===== src/rtl/mux_8to1_rr_arbiter_if.sv =====
// Request/data/grant bundle between the eight requesters and the round-robin arbiter.
// master = requester side, slave = arbiter side.
interface mux_8to1_rr_arbiter_if;
    logic [7:0] req;
    logic [7:0] d;
    logic [7:0] gnt;
    logic [2:0] sel;
    logic       busy;
    logic       y;

    modport master (
        output req,
        output d,
        input  gnt,
        input  sel,
        input  busy,
        input  y
    );

    modport slave (
        input  req,
        input  d,
        output gnt,
        output sel,
        output busy,
        output y
    );
endinterface


===== src/rtl/mux_8to1_rr_arbiter.sv =====
// Round-robin arbiter for eight requesters sharing a single-bit channel through an
// 8-to-1 mux; a hold counter forces rotation when a holder starves contending requesters.

module mux_8to1 (
    input  logic [7:0] i_data,
    input  logic [2:0] s,
    output logic       y
);
    assign y = i_data[s];
endmodule

module mux_8to1_rr_arbiter #(
    parameter int MAX_HOLD = 4
) (
    input  logic                       clk,
    input  logic                       rst_n,
    mux_8to1_rr_arbiter_if.slave       bus
);

    typedef enum logic {IDLE, GRANT} state_t;

    localparam logic [3:0] HOLD_LAST = 4'(MAX_HOLD - 1);

    // First set bit of r searching from+1, from+2, ... wrapping; from itself is checked last.
    function automatic logic [2:0] rr_pick(input logic [7:0] r, input logic [2:0] from);
        logic [2:0] p;
        logic [2:0] idx;
        p = from;
        for (int k = 8; k >= 1; k--) begin
            idx = from + 3'(k);
            if (r[idx]) p = idx;
        end
        return p;
    endfunction

    state_t     state_q, state_d;
    logic [2:0] last_q,  last_d;
    logic [3:0] cnt_q,   cnt_d;
    logic [7:0] gnt_q,   gnt_d;
    logic [2:0] sel_q,   sel_d;
    logic       busy_q,  busy_d;

    logic [7:0] others;
    logic [7:0] pick_src;
    logic [2:0] nxt;
    logic       do_grant;
    logic       mux_y;

    always_comb begin
        state_d  = state_q;
        last_d   = last_q;
        cnt_d    = cnt_q;
        gnt_d    = gnt_q;
        sel_d    = sel_q;
        busy_d   = busy_q;
        do_grant = 1'b0;
        pick_src = bus.req;
        nxt      = 3'd0;
        others   = bus.req & ~(8'h01 << last_q);

        case (state_q)
            IDLE: begin
                if (|bus.req) do_grant = 1'b1;
            end
            GRANT: begin
                if (!bus.req[last_q]) begin
                    // Release wins over timeout; hand off in the same edge if anyone waits.
                    if (|others) begin
                        do_grant = 1'b1;
                        pick_src = others;
                    end else begin
                        gnt_d   = 8'h00;
                        busy_d  = 1'b0;
                        state_d = IDLE;
                    end
                end else if (|others) begin
                    if (cnt_q == HOLD_LAST) begin
                        do_grant = 1'b1;
                        pick_src = others;
                    end else begin
                        cnt_d = cnt_q + 4'd1;
                    end
                end else if (cnt_q != HOLD_LAST) begin
                    cnt_d = cnt_q + 4'd1;
                end
            end
            default: state_d = IDLE;
        endcase

        if (do_grant) begin
            nxt     = rr_pick(pick_src, last_q);
            gnt_d   = 8'h01 << nxt;
            sel_d   = nxt;
            busy_d  = 1'b1;
            last_d  = nxt;
            cnt_d   = 4'd0;
            state_d = GRANT;
        end
    end

    always_ff @(posedge clk or negedge rst_n) begin
        if (!rst_n) begin
            state_q <= IDLE;
            last_q  <= 3'd7;
            cnt_q   <= 4'd0;
            gnt_q   <= 8'h00;
            sel_q   <= 3'd0;
            busy_q  <= 1'b0;
        end else begin
            state_q <= state_d;
            last_q  <= last_d;
            cnt_q   <= cnt_d;
            gnt_q   <= gnt_d;
            sel_q   <= sel_d;
            busy_q  <= busy_d;
        end
    end

    mux_8to1 u_mux (
        .i_data (bus.d),
        .s      (sel_q),
        .y      (mux_y)
    );

    assign bus.gnt  = gnt_q;
    assign bus.sel  = sel_q;
    assign bus.busy = busy_q;
    assign bus.y    = mux_y & busy_q;

endmodule

===== src/flat_wrapper.sv =====
// flat-port wrapper written by rule: the top's interface ports become plain ports
module mux_8to1_rr_arbiter_flat 
#(
    parameter int MAX_HOLD = 4
)
  (clk, rst_n, bus_req, bus_d, bus_gnt, bus_sel, bus_busy, bus_y);
  mux_8to1_rr_arbiter_if bus_i ();
  input  logic clk;
  input  logic rst_n;
  input wire logic [$bits(bus_i.req)-1:0] bus_req;
  input wire logic [$bits(bus_i.d)-1:0] bus_d;
  output wire logic [$bits(bus_i.gnt)-1:0] bus_gnt;
  output wire logic [$bits(bus_i.sel)-1:0] bus_sel;
  output wire logic [$bits(bus_i.busy)-1:0] bus_busy;
  output wire logic [$bits(bus_i.y)-1:0] bus_y;
  assign bus_i.req = bus_req;
  assign bus_i.d = bus_d;
  assign bus_gnt = bus_i.gnt;
  assign bus_sel = bus_i.sel;
  assign bus_busy = bus_i.busy;
  assign bus_y = bus_i.y;
  mux_8to1_rr_arbiter #(.MAX_HOLD(MAX_HOLD)) u_core (.clk(clk), .rst_n(rst_n), .bus(bus_i));
endmodule

===== config.mk =====
export PLATFORM = sky130hd
export DESIGN_NAME = mux_8to1_rr_arbiter_flat
export DESIGN_NICKNAME = d
export VERILOG_FILES = /design/src/rtl/mux_8to1_rr_arbiter_if.sv /design/src/rtl/mux_8to1_rr_arbiter.sv /design/src/flat_wrapper.sv
export SDC_FILE = /design/constraint.sdc
export NUM_CORES = 1
export LEC_CHECK = 0
export ABC_AREA = 1
export CAP_MARGIN = 40
export CORE_UTILIZATION = 30
export DETAILED_ROUTE_END_ITERATION = 8
export DONT_BUFFER_PORTS = 1
export GPL_TIMING_DRIVEN = 0
export PLACE_DENSITY_LB_ADDON = 0.15
export SYNTH_ARGS = -nofsm -noshare
export SYNTH_HDL_FRONTEND = slang
export SYNTH_SLANG_ARGS = --single-unit

===== constraint.sdc =====
create_clock -name clk -period 3.12 [get_ports clk]
set_input_delay 0.624 -clock clk [delete_from_list [all_inputs] [get_ports clk]]
set_output_delay 0.624 -clock clk [all_outputs]
set_load 0.02 [all_outputs]

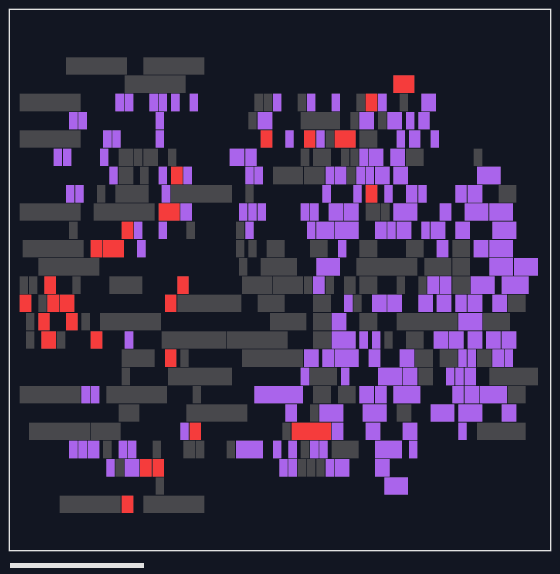
Figure 1: selected gate families.
The bar under the picture is 20 um long.
red -> aoi and oai cells  # cells 27, most used o21ai_0
purple -> nand cells  # cells 170, most used nand2_1, where spread over the die

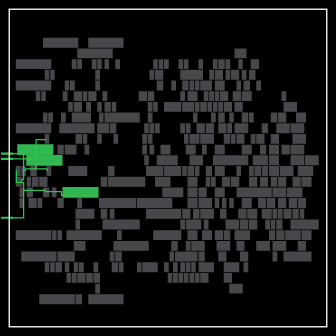
Figure 2: I/O nets highlighted.
green -> bus_sel  # direction output, end cells 3, buffers 0, wire 80.3 um

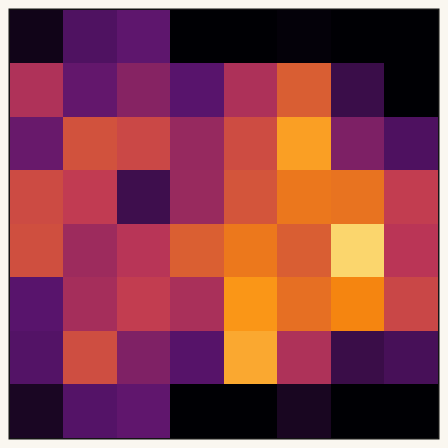
Figure 3: placement density heat map.
The die is cut into 8 by 8 equal tiles; black is low, pale yellow is high, 0 to 100% covered.
mean over tiles = 37%
densest ninth of the die = middle right
emptiest ninth of the die = upper right
nearly empty tiles = 16%
fullest tile = 91%

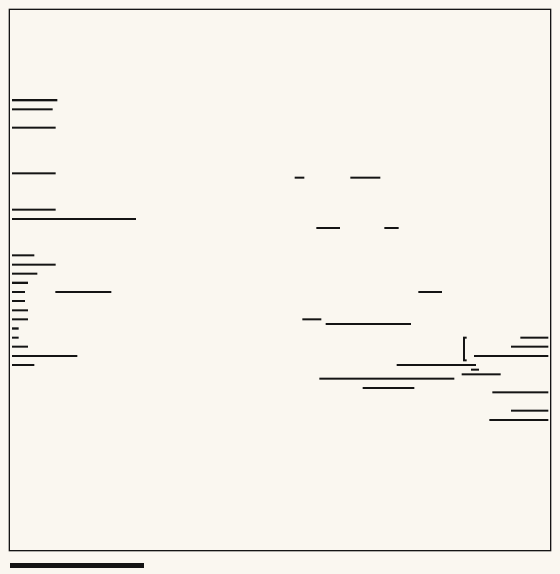
Figure 4: M3 wires.
The bar under the picture is 20 um long.
nets with wire on the layer = 37
wire length on this layer = 214 um

==> metrics.yaml <==
run_status:
  status: "complete, no violations"
yosys:
  synth.avg_cell_area_um2: 6.13
  synthTopCellsByArea: "nand2_1, dfrtp_1, nand3_1"
  yosys-top-cells-count: "nand2_1, nand3_1, inv_1"
  synth-xor-area-share_pct: 0.950
global_routing:
  grt_use_met3_pct: 1.59
  grt_start_max_net_pins: 21
floorplan:
  die_h_um: 80.4
timing:
  fmax_mhz: 334
  relSlewSlack_pct: 64.7
  worst_pin_slew_ns: 0.526
layout:
  nFillCells: 630
  comb_area_um2: 1460
  dominant_cells: "combinational gates"
  area_growth_pct: 35.2
  fin_area_um2: 2490
  fin_nets: 355
  lay_top_count: "nand2_1"
drt:
  drtPass1Iterations: 4
  route.detailed.drc: 0
place:
  post-dp-hpwl_um: 3780
  io_buffers: 0
critical_path:
  crit_path_end: "u_core.bus.gnt[5]"
  crit_path_start: "u_core.last_q[0]"
  cp_common_cell: "nand2_1"
  path_depth: 24
  r2r_start: "u_core.last_q[0]"
  crit_buf_inv: 3
  r2r_setup_slack_ns: 0.12
clocking:
  clockBufferDepth: 2
job:
  warnings: 33
## timing repair
| action | CTS | global route |
|---|---|---|
| hold buffers | 0 | 0 |
| gates resized | 3 | 89 |
| setup endpoints to repair | 14 | 14 |
| pin swaps | 1 | 21 |
| buffers inserted | 1 | 21 |
## metal layers
metal / routed length (um) / vias up
li1: - / 1008
met1: 2510 / 894
met2: 2490 / 50
met3: 214 / 4
met4: 49 / 0
met5: 0 / -
## stage by stage
stage	hold WS (ns)	cells	setup slack, ns
2_1_floorplan	0.328	301	0.398
3_3_place_gp	0.329	376	-0.139
3_5_place_dp	0.329	376	-0.118
4_1_cts	0.0512	381	0.000836
5_1_grt	0.0465	402	-0.0776
6_report	0.0605	402	0.125
